[config.mk]
export PLATFORM = sky130hd
export DESIGN_NAME = key_debounce_flat
export DESIGN_NICKNAME = d
export VERILOG_FILES = /design/src/rtl/key_debounce_if.sv /design/src/rtl/key_debounce.sv /design/src/flat_wrapper.sv
export SDC_FILE = /design/constraint.sdc
export NUM_CORES = 1
export LEC_CHECK = 0
export ABC_AREA = 1
export ABC_CLOCK_PERIOD_IN_PS = 2590
export CORE_MARGIN = 5
export CORE_UTILIZATION = 60
export DETAILED_ROUTE_END_ITERATION = 10
export PLACE_DENSITY = 0.92
export SLEW_MARGIN = 20
export SYNTH_ARGS = -nofsm -noshare
export SYNTH_HDL_FRONTEND = slang
export SYNTH_SLANG_ARGS = --single-unit
[constraint.sdc]
create_clock -name clk -period 2.59 [get_ports clk]
set_input_delay 0.6475 -clock clk [delete_from_list [all_inputs] [get_ports clk]]
set_output_delay 0.6475 -clock clk [all_outputs]
set_load 0.005 [all_outputs]
[src/rtl/key_debounce_if.sv]
`default_nettype none
// ============================================================================
//  Module   : key_debounce_if
//  Purpose  : Key bundle between the raw push-buttons, the debouncer and the
//             calculator entry FSM. The master drives raw keys and consumes
//             the debounced results; the slave is the debouncer.
//  Revision : 1.0  initial release
// ============================================================================
interface key_debounce_if #(
   parameter int N_KEYS = 5
);
   logic [N_KEYS-1:0] key_in;
   logic [N_KEYS-1:0] key_level;
   logic [N_KEYS-1:0] key_press;
   logic              key_valid;
   logic [2:0]        key_code;

   modport master (
      output key_in,
      input  key_level,
      input  key_press,
      input  key_valid,
      input  key_code
   );

   modport slave (
      input  key_in,
      output key_level,
      output key_press,
      output key_valid,
      output key_code
   );
endinterface
`default_nettype wire

[src/rtl/key_debounce.sv]
`default_nettype none
// ============================================================================
//  Module   : key_debounce
//  Purpose  : Push-button debouncer sampled on rising edges of the 100 Hz
//             clk_db strobe (treated as data). Produces debounced levels,
//             one-cycle press pulses, a valid strobe and a lowest-index code.
//  Options  : define KEY_AUTO_REPEAT_EN to build per-key hold counters that
//             re-issue presses while a key is held.
//  Revision : 1.0  initial release
// ============================================================================
module key_debounce #(
   parameter int N_KEYS       = 5,
   parameter int STABLE_TICKS = 3,
   parameter int REPEAT_DELAY = 50,
   parameter int REPEAT_RATE  = 10
) (
   input  wire logic      clk,
   input  wire logic      rst,
   input  wire logic      clk_db,
   key_debounce_if.slave  kb
);

   localparam logic [3:0] c_stable = 4'(STABLE_TICKS);

   // Reject configurations outside the supported parameter ranges
   generate
      if (N_KEYS < 1 || N_KEYS > 8 || STABLE_TICKS < 1 || STABLE_TICKS > 15 ||
          REPEAT_DELAY < 1 || REPEAT_DELAY > 255 ||
          REPEAT_RATE < 1 || REPEAT_RATE > 255) begin : g_bad_cfg
         $error("key_debounce: parameter out of range");
      end
   endgenerate

   logic [N_KEYS-1:0] sync1_q,     sync1_d;
   logic [N_KEYS-1:0] key_s_q,     key_s_d;
   logic              clk_db_q,    clk_db_d;
   logic [3:0]        cnt_q [N_KEYS];
   logic [3:0]        cnt_d [N_KEYS];
   logic [N_KEYS-1:0] key_level_q, key_level_d;
   logic [N_KEYS-1:0] key_press_q, key_press_d;
   logic              key_valid_q, key_valid_d;
   logic [2:0]        key_code_q,  key_code_d;
   logic              tick;
   logic [N_KEYS-1:0] rise;
   logic [N_KEYS-1:0] rep_hit;

   // clk_db_q resets high so a strobe already high at reset release is not a tick
   assign tick = clk_db & ~clk_db_q;
   assign rise = key_level_d & ~key_level_q;

   // Synchroniser, tick edge detect and per-key stability counters
   always_comb begin
      sync1_d     = kb.key_in;
      key_s_d     = sync1_q;
      clk_db_d    = clk_db;
      key_level_d = key_level_q;
      for (int i = 0; i < N_KEYS; i++) begin
         cnt_d[i] = cnt_q[i];
         if (tick) begin
            if (key_s_q[i] != key_level_q[i]) begin
               if (cnt_q[i] + 4'd1 == c_stable) begin
                  key_level_d[i] = ~key_level_q[i];
                  cnt_d[i]       = 4'd0;
               end else begin
                  cnt_d[i] = cnt_q[i] + 4'd1;
               end
            end else begin
               // any sample agreeing with the current level restarts the count
               cnt_d[i] = 4'd0;
            end
         end
      end
   end

`ifdef KEY_AUTO_REPEAT_EN
   localparam logic [7:0] c_delay  = 8'(REPEAT_DELAY);
   localparam logic [7:0] c_reload = 8'(REPEAT_DELAY - REPEAT_RATE);

   logic [7:0] hold_q [N_KEYS];
   logic [7:0] hold_d [N_KEYS];

   // Hold counters: idle while released or at a fresh press, count ticks while held
   always_comb begin
      for (int i = 0; i < N_KEYS; i++) begin
         hold_d[i]  = hold_q[i];
         rep_hit[i] = 1'b0;
         if (!key_level_d[i] || rise[i]) begin
            hold_d[i] = 8'd0;
         end else if (tick) begin
            if (hold_q[i] + 8'd1 == c_delay) begin
               // reloading keeps later repeats REPEAT_RATE ticks apart
               rep_hit[i] = 1'b1;
               hold_d[i]  = c_reload;
            end else begin
               hold_d[i] = hold_q[i] + 8'd1;
            end
         end
      end
   end

   // Hold counter registers
   always_ff @(posedge clk) begin
      for (int i = 0; i < N_KEYS; i++) begin
         if (rst) hold_q[i] <= 8'd0;
         else     hold_q[i] <= hold_d[i];
      end
   end
`else
   assign rep_hit = '0;
`endif

   // Press pulse, valid strobe and lowest-index key code
   always_comb begin
      key_press_d = rise | rep_hit;
      key_valid_d = |key_press_d;
      key_code_d  = key_code_q;
      for (int i = N_KEYS - 1; i >= 0; i--) begin
         if (key_press_d[i]) key_code_d = 3'(i);
      end
   end

   // State and output registers
   always_ff @(posedge clk) begin
      if (rst) begin
         sync1_q     <= '0;
         key_s_q     <= '0;
         clk_db_q    <= 1'b1;
         key_level_q <= '0;
         key_press_q <= '0;
         key_valid_q <= 1'b0;
         key_code_q  <= 3'd0;
         for (int i = 0; i < N_KEYS; i++) cnt_q[i] <= 4'd0;
      end else begin
         sync1_q     <= sync1_d;
         key_s_q     <= key_s_d;
         clk_db_q    <= clk_db_d;
         key_level_q <= key_level_d;
         key_press_q <= key_press_d;
         key_valid_q <= key_valid_d;
         key_code_q  <= key_code_d;
         for (int i = 0; i < N_KEYS; i++) cnt_q[i] <= cnt_d[i];
      end
   end

   assign kb.key_level = key_level_q;
   assign kb.key_press = key_press_q;
   assign kb.key_valid = key_valid_q;
   assign kb.key_code  = key_code_q;

endmodule
`default_nettype wire
[src/flat_wrapper.sv]
// flat-port wrapper written by rule: the top's interface ports become plain ports
module key_debounce_flat 
#(
   parameter int N_KEYS       = 5,
   parameter int STABLE_TICKS = 3,
   parameter int REPEAT_DELAY = 50,
   parameter int REPEAT_RATE  = 10
)
  (clk, rst, clk_db, kb_key_in, kb_key_level, kb_key_press, kb_key_valid, kb_key_code);
  key_debounce_if #(.N_KEYS(N_KEYS)) kb_i ();
  input  wire logic clk;
  input  wire logic rst;
  input  wire logic clk_db;
  input wire logic [$bits(kb_i.key_in)-1:0] kb_key_in;
  output wire logic [$bits(kb_i.key_level)-1:0] kb_key_level;
  output wire logic [$bits(kb_i.key_press)-1:0] kb_key_press;
  output wire logic [$bits(kb_i.key_valid)-1:0] kb_key_valid;
  output wire logic [$bits(kb_i.key_code)-1:0] kb_key_code;
  assign kb_i.key_in = kb_key_in;
  assign kb_key_level = kb_i.key_level;
  assign kb_key_press = kb_i.key_press;
  assign kb_key_valid = kb_i.key_valid;
  assign kb_key_code = kb_i.key_code;
  key_debounce #(.N_KEYS(N_KEYS), .STABLE_TICKS(STABLE_TICKS), .REPEAT_DELAY(REPEAT_DELAY), .REPEAT_RATE(REPEAT_RATE)) u_core (.clk(clk), .rst(rst), .clk_db(clk_db), .kb(kb_i));
endmodule
Fig. 1: M2 wires
Scale: 6 px per µm.
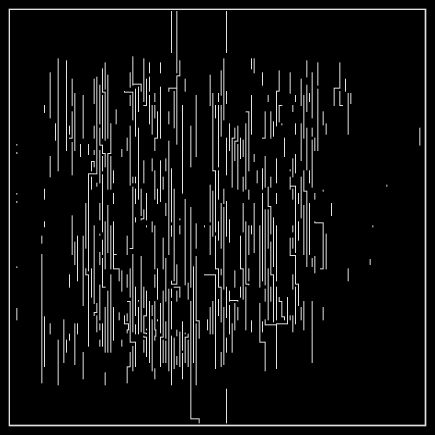
main direction	vertical
longest straight run	21.4 µm
wire length on this layer	1860 µm
share of all routed wire	48%
nets with wire on the layer	247
vias after detailed routing: 1733
final wirelength: 3.91 mm
routing usage on met2: 28.8%

Fig. 2: drive-strength map
Scale: 6 px per µm.
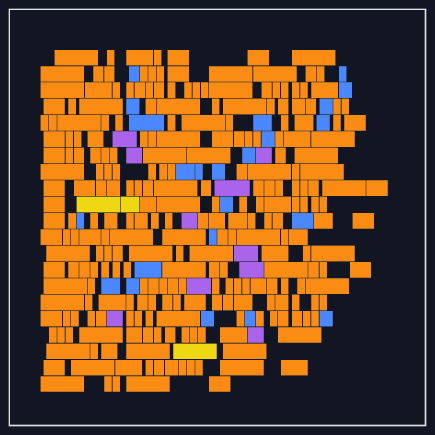
size	color	cells
_3 and _4 cells	purple	10
_6 and larger	yellow	3
_2 cells	blue	23
_0 and _1 cells	orange	259
smallest setup slack after layout: 0.640 ns
Buffers excl. clock: 22
post-synthesis to final-layout area growth: 14.7%

Fig. 3: where the registers sit
Scale: 6 px per µm. Other sequential cells in the stronger gray, the rest of the logic in the fainter gray.
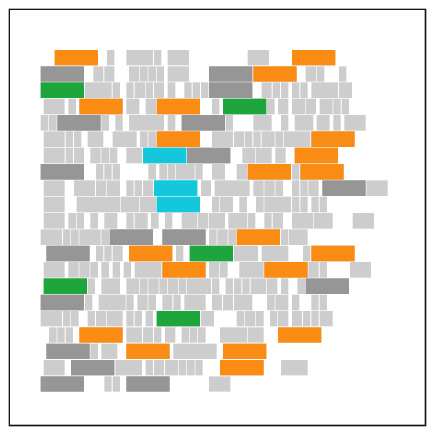
name in the netlist	color	sequential cells
`u_core.kb.key_code`	cyan	3
`u_core.kb.key_level`	green	5
`u_core.cnt_q`	orange	20
not colored	17
power drawn by the sequential cells: 0.706 mW
share of cell area taken by flip-flops and latches: 37.4%
Seq. cell area: 901 µm²
final core utilization: 71.6%

[layout by cell type, fill, tap and decap left out]
| cell | count |
|---|---|
| sky130_fd_sc_hd__inv_2 | 4 |
| sky130_fd_sc_hd__nand3_1 | 10 |
| sky130_fd_sc_hd__clkbuf_4 | 5 |
| sky130_fd_sc_hd__clkinv_2 | 2 |
| sky130_fd_sc_hd__a21oi_1 | 23 |
| sky130_fd_sc_hd__nand2_2 | 5 |
| sky130_fd_sc_hd__ha_1 | 10 |
| sky130_fd_sc_hd__a2bb2oi_1 | 2 |
| sky130_fd_sc_hd__nor2_2 | 5 |
| sky130_fd_sc_hd__nor3_4 | 1 |
| sky130_fd_sc_hd__nor2_4 | 3 |
| sky130_fd_sc_hd__nand3b_1 | 1 |
| sky130_fd_sc_hd__nand4_2 | 1 |
| sky130_fd_sc_hd__nand2_1 | 48 |
| sky130_fd_sc_hd__xor2_2 | 1 |
| sky130_fd_sc_hd__o21bai_1 | 1 |
| sky130_fd_sc_hd__xor2_1 | 2 |
| sky130_fd_sc_hd__clkdlybuf4s50_1 | 21 |
| sky130_fd_sc_hd__a211oi_1 | 1 |
| sky130_fd_sc_hd__dfxtp_1 | 45 |
| sky130_fd_sc_hd__nand2_4 | 1 |
| sky130_fd_sc_hd__clkbuf_1 | 1 |
| sky130_fd_sc_hd__nand4_1 | 6 |
| sky130_fd_sc_hd__a21oi_2 | 3 |
| sky130_fd_sc_hd__o21ai_1 | 1 |
| sky130_fd_sc_hd__inv_1 | 42 |
| sky130_fd_sc_hd__inv_6 | 1 |
| sky130_fd_sc_hd__nand3_2 | 1 |
| sky130_fd_sc_hd__or2_2 | 1 |
| sky130_fd_sc_hd__nor2_1 | 33 |
| sky130_fd_sc_hd__o311a_1 | 1 |
| sky130_fd_sc_hd__buf_12 | 1 |
| sky130_fd_sc_hd__o21a_1 | 3 |
| sky130_fd_sc_hd__nor2_8 | 1 |
| sky130_fd_sc_hd__xnor2_1 | 1 |
| sky130_fd_sc_hd__o21ai_0 | 7 |
[worst paths after layout]
kind / startpoint / end / slack [ns] / cells past startpoint
setup / recovery: u_core.kb.key_level[0]$_SDFF_PP0_ / kb_key_level[0] / 0.64 / 1
hold / removal: u_core.key_s_d[1]$_SDFF_PP0_ / u_core.key_s_q[1]$_SDFF_PP0_ / 0.41 / 2
setup reg to reg: u_core.cnt_q[3][0]$_SDFFE_PP0P_ / u_core.kb.key_code[0]$_SDFFE_PP0P_ / 1.05 / 9
hold reg to reg: u_core.key_s_d[1]$_SDFF_PP0_ / u_core.key_s_q[1]$_SDFF_PP0_ / 0.41 / 2
[cells by family after synthesis]
| family | Yosys count | share of synthesized area [%] |
|---|---|---|
| fa+ha+maj | 10 | 5.96 |
| compound gates | 42 | 11.7 |
| buf+inv | 54 | 10.1 |
| simple gates | 117 | 27.3 |
| xor+xnor | 4 | 2.03 |
| flops | 45 | 42.9 |
[registers in the layout, summed over array words and instances (netlist names)]
name                 count
u_core.kb.key_level      5
u_core.clk_db_q          1
u_core.kb.key_valid      1
u_core.kb.key_press      5
u_core.kb.key_code       3
u_core.cnt_q            20
u_core.key_s_d           5
u_core.key_s_q           5
==> flow_metrics.tcl <==
# yosys + openroad results
set metrics [dict create \
    status "finished, final reports clean" \
    synthDominantAreaCellType "sky130_fd_sc_hd__dfxtp_1" \
    setup_viol 0 \
    synth.ff_latch_count 45 \
    resize_count_post_cts 0 \
    fin_worst_skew_ns 0.00870 \
    htree_num_levels 2 \
    design.die.area_um2 4780 \
    vdd_ir_drop_max_v 0.000329 \
    grt_util_all_layers_pct 17.5 \
    totalNegativeSetupSlack_ns 0 \
    hold_ws_ns 0.412 \
    placement.io_buffers 21 \
    initial_core_utilization_pct 62.4 \
    ant_nets 0 \
    first_pass_grt_wire_length_mm 6.93 \
    dominant-cell-class "multi-input combinational cells" \
    buffers_from_clock_root_to_sink_at_most 2 \
    drt-pass1-iter-count 4 \
    synth_sequential_area_ratio_pct 42.9 \
    m1WireLength_mm 1.76 \
    dominantRegCellSynth "sky130_fd_sc_hd__dfxtp_1" \
    synth.cells.most_frequent "48 x sky130_fd_sc_hd__nand2_1, 45 x sky130_fd_sc_hd__dfxtp_1, 42 x sky130_fd_sc_hd__inv_1" \
    power_per_cell_area_nw_per_um2 449 \
    worstSkewPairLatency_ns 0.35 \
    syn-cell-area_um2 2100 \
    power.clock.fraction_pct 29.4 \
    final-max-slew-violation-count 0 \
    combinationalPower_mw 0.0570 \
    power_switching_share_pct 23.5 \
    static-leakage-power_nw 0.992 \
    gpl.final_weighted_congestion 0.777 \
    final_design_area_no_fill_um2 2410 \
    netlist.area_leader.share_pct 42.9 \
    clkCellAreaFrac_pct 2.13 \
    drc_errors 0 \
    timing.max_cap.violations 0 \
    antennaDiodeCount 0 \
    floorplan.io_pins 22 \
    layout.clock_buffers 6 \
    worst_path_largest_cell_delay_ns 0.53 \
    power.group.top "sequential cells" \
    design_power_total_mw 1.08 \
    synthArstFlopShare_pct 0 \
    clk-power_mw 0.318 \
    crit_family "buffers and inverters" \
    cts_tree "done" \
]
No activity file was given, so power comes from the tool's default toggle rates.
